Design avalon_spi_fifo_slave_flat, sky130hd; sources not shown.
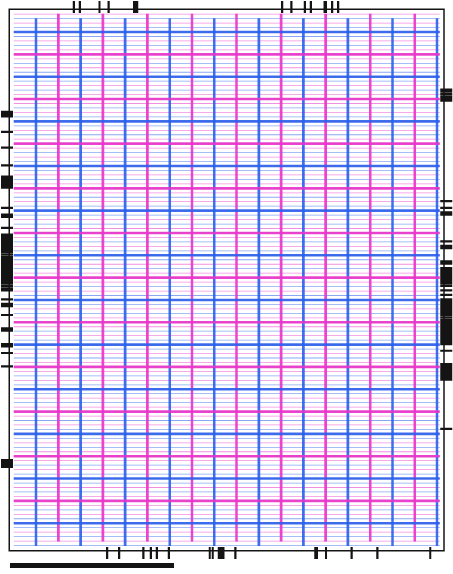
(images/pdn.png)
The bar under the picture is 100 um long. Pins as bars on the die edge.
| net | colour |
|---|---|
| VDD | magenta |
| VSS | blue |
rows: 119
met5 straps: 23
core box area: 84000 um^2
vertical die size: 329 um
Die Wd: 264 um
maximum VDD drop: 0.223 mV

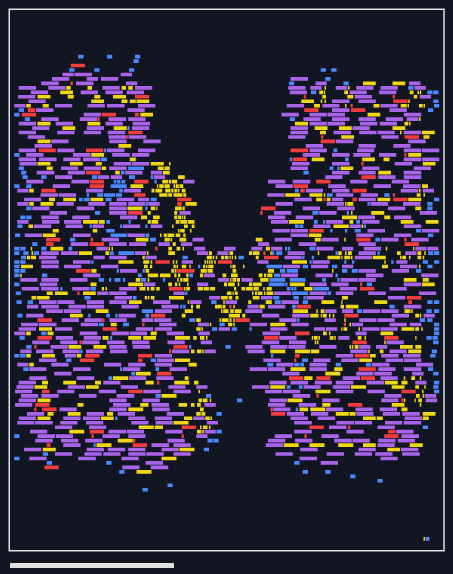
(images/cell_classes.png)
The bar under the picture is 100 um long.
| class | colour | cells |
|---|---|---|
| other buffers and delay cells | blue | 274 |
| clock drivers and dummy loads | red | 123 |
| all other logic | yellow | 534 |
| flip-flops | purple | 607 |
Core Util, Final: 35.1%
fraction of area in registers: 58.7%
cell area after layout: 29400 um^2
Rows: 119

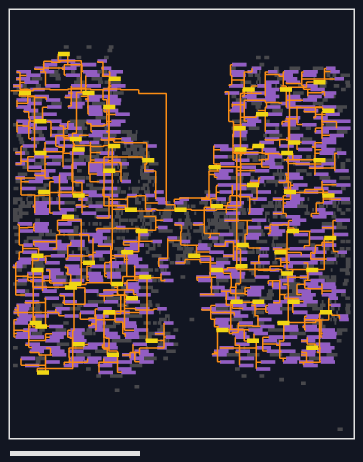
(images/clock_map.png)
The bar under the picture is 100 um long.
[flip-flops] purple | count: 607
[clock wires] orange | length: 7600 um
[cells driving clock nets] yellow | count: 67
routed clock nets: 68
clk_skew: 20.1 ps
clk latency late pin: 600 ps

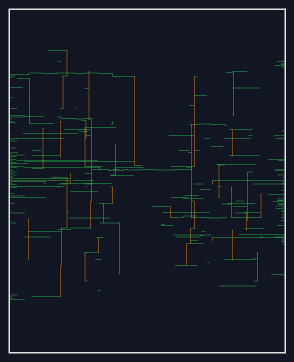
(images/metal_stack.png)
Two of the layers only.
| layer | colour | wire length |
|---|---|---|
| met4 | orange | 1310 um |
| met3 | green | 3070 um |
GRT Util Overall: 13.4%
Vias: 12100
Routed WL per cell: 21.9 um

==> out/metrics.cfg <==
[outcome]
status=completed

[global_route]
grt_pass1_vias=12800
overflow=0
grt_start_max_net_pins=20

[place]
portBuffers=144
gp_congestion=0.751
hpwl_um=40100
post-place-cells=2504
post-place-ws_ps=2370

[final_timing]
slew_violations=0
finalSetupTns_ps=0
max_slew_margin_pct=34.0

[synthesis]
simple_gate_share_pct=3.79
ys_sh_xor_pct=0.222
ys_area_um2=23700
ys_types=52
synth-main-ff-cell=edfxtp_1
synth_top_area_share_pct=65.0
aoi_share_pct=3.43
synth_area_per_cell_um2=19.7
most_common_cell=edfxtp_1
yosys_cells=1199
synth_nets=1300
ys_sh_adder_pct=1.23

[pwr]
p_per_area_nw_per_um2=257
power_frac_seq_pct=52.4
p_clk_mw=3.49
power_frac_comb_pct=1.5
p_seq_mw=3.97
total_power_mw=7.57
clkPwrFrac_pct=46.1

[critical_path]
slowest_delay_ps=770
worstRegToRegCells=13
worstPathRequired_ps=7250
worstPathMaxFanout=11
startpoint_type=flip-flop
cp-end-kind=flip-flop

[clocking]
cts_sinks=607
cts_tree=built
cts.reportedPaths.clkPinSlew_ps=60
cts_buffers=67

[floorplanning]
fp-utilization_pct=28.2

[layout]
lay_top_count=edfxtp_1
layout.cells.non_filler=2628

[flow_run]
warnings=28
maxCapViolCount=0

[routing]
wl_um=57600

[min_path]
min_path_type=reg -> reg

-- worst reg2reg max path, delay by kind of cell, from the launching register on --
kind / cells / cell delay, ps
compound gates: 1 / 770
buf+inv: 6 / 1310
simple gates: 5 / 1750
flops: 1 / 340
fa+ha+maj: 1 / 170
-- area by class of cell --
type	instances	area, um^2
clock inverter	26	265
antenna	1	2.50
inverter	15	56.3
fill	7917	54500
clock buffer	97	1870
timing repair buffer	216	2180
multi-input combinational	519	6030
sequential	607	17300
buffer	58	398
tap	1089	1360
-- metal layers --
| layer | wire length [um] | global-route usage [%] | vias to the layer above |
|---|---|---|---|
| li1 | - | - | 5411 |
| met1 | 25200 | 17.3 | 6292 |
| met2 | 27900 | 22.4 | 312 |
| met3 | 3070 | 3.01 | 104 |
| met4 | 1310 | 3.96 | 14 |
| met5 | 89 | 0 | - |
